**config.mk**
```make
export PLATFORM = sky130hd
export DESIGN_NAME = pending_priority_encoder
export DESIGN_NICKNAME = d
export VERILOG_FILES = /design/src/rtl/pending_priority_encoder.sv
export SDC_FILE = /design/constraint.sdc
export NUM_CORES = 1
export LEC_CHECK = 0
export CAP_MARGIN = 20
export CORE_MARGIN = 2
export CORE_UTILIZATION = 40
export DETAILED_ROUTE_END_ITERATION = 16
export HOLD_SLACK_MARGIN = 0.03
export SKIP_LAST_GASP = 1
export SLEW_MARGIN = 25
export SYNTH_ARGS = -nofsm -noshare
export SYNTH_HDL_FRONTEND = slang
export SYNTH_SLANG_ARGS = --single-unit
```
**constraint.sdc**
```tcl
create_clock -name clk -period 7.3 [get_ports clk]
set_input_delay 1.46 -clock clk [delete_from_list [all_inputs] [get_ports clk]]
set_output_delay 1.46 -clock clk [all_outputs]
set_load 0.1 [all_outputs]
```
**src/rtl/pending_priority_encoder.sv**
```systemverilog
// Sticky pending-request register feeding a fixed/round-robin priority encoder.
// One winning index at a time is presented over a valid/ready handshake.
module pending_priority_encoder #(
  parameter  int WIDTH = 8,
  localparam int IDX_W = $clog2(WIDTH)
) (
  input  logic             clk,
  input  logic             resetn,
  input  logic [WIDTH-1:0] req_i,
  input  logic [WIDTH-1:0] mask_i,
  input  logic             rr_mode_i,
  input  logic             out_ready_i,
  output logic             out_valid_o,
  output logic [IDX_W-1:0] out_idx_o,
  output logic [WIDTH-1:0] pending_o
);

  typedef enum logic {IDLE, HOLD} state_t;

  state_t           state_q;
  logic [WIDTH-1:0] pending_q, pending_d;
  logic [IDX_W-1:0] idx_q, last_q;
  logic             valid_q;

  logic [WIDTH-1:0] elig, clr;
  logic [IDX_W-1:0] win_fixed, win_rr;
  logic             found_fixed, found_rr;

  function automatic logic [IDX_W-1:0] wrap_idx(input logic [IDX_W-1:0] base, input int off);
    int s;
    s = int'(base) + off;
    if (s >= WIDTH) s = s - WIDTH;
    return IDX_W'(s);
  endfunction

  assign elig = pending_q & ~mask_i;

  // A new request in the same cycle as its own clear keeps the bit set.
  always_comb begin
    clr = '0;
    if (valid_q && out_ready_i) clr[idx_q] = 1'b1;
    pending_d = (pending_q & ~clr) | req_i;
  end

  // NOTE: every variable gets a default before the loops so no latch is inferred.
  always_comb begin
    win_fixed   = '0;
    found_fixed = 1'b0;
    for (int i = 0; i < WIDTH; i++) begin
      if (!found_fixed && elig[i]) begin
        win_fixed   = IDX_W'(i);
        found_fixed = 1'b1;
      end
    end
  end

  // Search starts just above the last grant, so the last grant ranks lowest.
  always_comb begin
    win_rr   = '0;
    found_rr = 1'b0;
    for (int off = 1; off <= WIDTH; off++) begin
      if (!found_rr && elig[wrap_idx(last_q, off)]) begin
        win_rr   = wrap_idx(last_q, off);
        found_rr = 1'b1;
      end
    end
  end

  // NOTE: sequential state uses non-blocking assignments only.
  always_ff @(posedge clk) begin
    if (!resetn) begin
      state_q   <= IDLE;
      pending_q <= '0;
      valid_q   <= 1'b0;
      idx_q     <= '0;
      last_q    <= IDX_W'(WIDTH - 1);
    end else begin
      pending_q <= pending_d;
      case (state_q)
        IDLE: begin
          if (elig != '0) begin
            idx_q   <= rr_mode_i ? win_rr : win_fixed;
            valid_q <= 1'b1;
            state_q <= HOLD;
          end
        end
        HOLD: begin
          if (out_ready_i) begin
            last_q  <= idx_q;
            valid_q <= 1'b0;
            state_q <= IDLE;
          end
        end
        default: state_q <= IDLE;
      endcase
    end
  end

  assign out_valid_o = valid_q;
  assign out_idx_o   = idx_q;
  assign pending_o   = pending_q;

endmodule
```
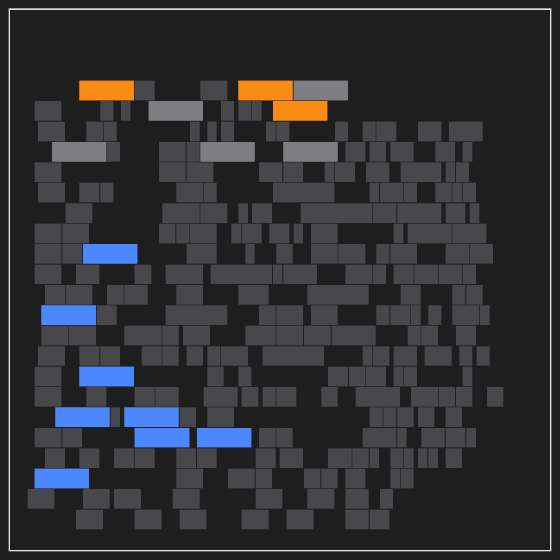
Fig. 1. Register map, names as in the netlist.
| name in the netlist | colour | sequential cells |
|---|---|---|
| last_q | orange | 3 |
| pending_o | blue | 8 |
not coloured: 5

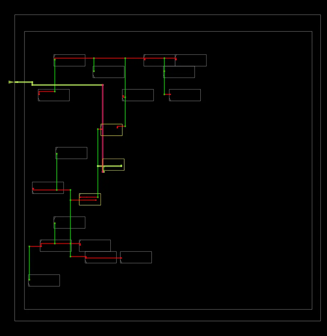
Fig. 2. The clock network.
clkbuf count: 3
Flops: 16
clk sink count: 16

==> results.json <==
{
  "cp.arrival_ns": 3.82,
  "reg2reg_slack_ns": 4.18,
  "status": "finished, final reports clean",
  "cts_root_buf": "clkbuf_8",
  "dpl_worst_slack_ns": 3.378,
  "grt_max_degree": 28,
  "io_pins": 32,
  "synth.avg_cell_area_um2": 8.351,
  "sh_comb_area_pct": 65.49,
  "finish.utilization_pct": 49.60,
  "max_cap_violations": 0,
  "period_minus_slack_ns": 3.695,
  "hold_class": "flop to flop",
  "logic_gates": 188,
  "async_flop_share_pct": 0,
  "edf_count": 0,
  "ant_nets": 0,
  "grt_pass1_wl_mm": 8.645,
  "cts_hold_buf": 0,
  "buf_share_pct": 14.51,
  "fin_skew_ns": 0.001212,
  "relSlewSlack_pct": 35.02,
  "log.warning_count": 27,
  "n_all_inverters": 3,
  "num_vias": 1824,
  "p_leak_uw": 0.0008385,
  "areaGrowthSynthToFinish_pct": 18.64,
  "whs_ns": 0.5555,
  "grt_usage_pct": 20.85,
  "slew_viol_final": 0,
  "simple_gate_area_share_pct": 26.98,
  "dp.cells": 291,
  "fmax_ghz": 0.2707,
  "end_kind": "flop",
  "antenna_found_initial": 0,
  "ys_cells": 221,
  "lay_top_count": "clkdlybuf4s50_1",
  "period_used_pct": 50.61,
  "portBuffers": 31,
  "n_fill_cell": 445,
  "yosysUniqueCellTypes": 58,
  "clkCellAreaFrac_pct": 1.886,
  "r2r_start": "last_q[1]",
  "clock_path_buffers": 2,
  "yosys_area_um2": 1846,
  "clock_latency_ns": 0.24,
  "chip_area_um2": 5173,
  "layout.nets": 266,
  "max-vdd-ir-drop_mv": 0.1160,
  "core_area_um2": 4414,
  "hpwlAfterDp_mm": 4.044,
  "grt_pass1_vias": 1765,
  "xor_area_share_pct": 2.237,
  "drtIter0Drc": 117,
  "ff_type": "dfxtp_1",
  "placedInstanceArea_um2": 2148,
  "topCellsByArea": "dfxtp_1 (17%), mux2i_1 (7.6%), mux4_2 (6.1%)",
  "yosysWarnings": 0,
  "netlist_area_um2": 1846,
  "synthTopLogicFamily": "AND-OR/OR-AND gates",
  "crit_path_start_kind": "primary input",
  "wl_per_cell_um": 17.37,
  "hold_end": "out_valid_o",
  "r2r-end": "out_idx_o[0]",
  "synth_area_leader_cell": "dfxtp_1",
  "netlist.area_leader.share_pct": 17.36,
  "logic_area_um2": 1434,
  "htree_levels": 1,
  "cts_tree": "built",
  "dominant_cells": "combinational gates",
  "gp_congestion": 0.8536,
  "cts_setup_buffers": 0,
  "dieWidth_um": 71.93,
  "die_h_um": 71.93,
  "seq_area_share_pct": 14.63,
  "taps": 52,
  "setup.worst_path.class": "primary input to flop",
  "synth_cells": 221,
  "fp_util_pct": 41.81,
  "fin_tns_setup_ns": 0,
  "ys_seq_share_pct": 17.36,
  "drt_first_pass_iters": 4,
  "powerDensity_nw_per_um2": 179.6,
  "antenna_cells": 0,
  "hold_path.startpoint": "out_valid_o",
  "fin_ws_ns": 3.605,
  "finalSetupViolCount": 0,
  "routed_wl_mm": 5.108,
  "rsz0062_at_grt": "false",
  "drive_above_1_share_pct": 9.917,
  "largest_reg_flops": 8,
  "total_power_uw": 393.3,
  "endpoint": "out_idx_o[0]",
  "adder_share_pct": 1.356,
  "layoutNonFillerInstCount": 294,
  "whs_path_depth": 2,
  "clk_pin_slew_ns": 0.06,
  "signal_buffers": 32,
  "drc": 0,
  "crit_fanout": 7,
  "synth_flops": 16,
  "yosys-top-cells-count": "dfxtp_1 (16), nand2_1 (16), o21a_1 (15)",
  "overflow": 0,
  "viasPerCell": 6.204,
  "critPathRequiredTime_ns": 7.42,
  "mux_share_pct": 16.95,
  "numCtsBuffers": 3,
  "hold_viol_final": 0,
  "finish.instance_area_um2": 2190,
  "worst_pin_slew_ns": 0.9717,
  "synthesis.nets": 243,
  "r2r_cells": 8,
  "postCtsResizedCells": 0,
  "final_cell_mix": "clkdlybuf4s50_1 (31), nand2_1 (16), dfxtp_1 (16)",
  "row_count": 24,
  "regArea_um2": 320.3,
  "ys_sh_aoi_pct": 30.17
}
[layer usage]
layer | global-route usage (%) | share of wire, % | vias up
met1 | 29.76 | 49 | 852
met4 | 6.709 | 2.3 | 0
met5 | 0 | 0 | -
met2 | 32.82 | 44 | 59
met3 | 2.639 | 4.3 | 12
li1 | - | - | 901
[critical path, cell delays in order]
cell and delay, ns:
clkdlybuf4s50_1 0.44, nor3b_1 0.55, or2_1 0.33, o211ai_1 0.11, a21boi_0 0.18, a2111oi_0 0.48, a211o_1 0.21, a221oi_2 0.06
[power breakdown]
group | total, uW | switching, uW | internal [uW]
sequential | 113 | 16.7 | 96.1
combinational | 216 | 132 | 84.2
clock | 64.2 | 27.8 | 36.5
total | 393 | 176 | 217
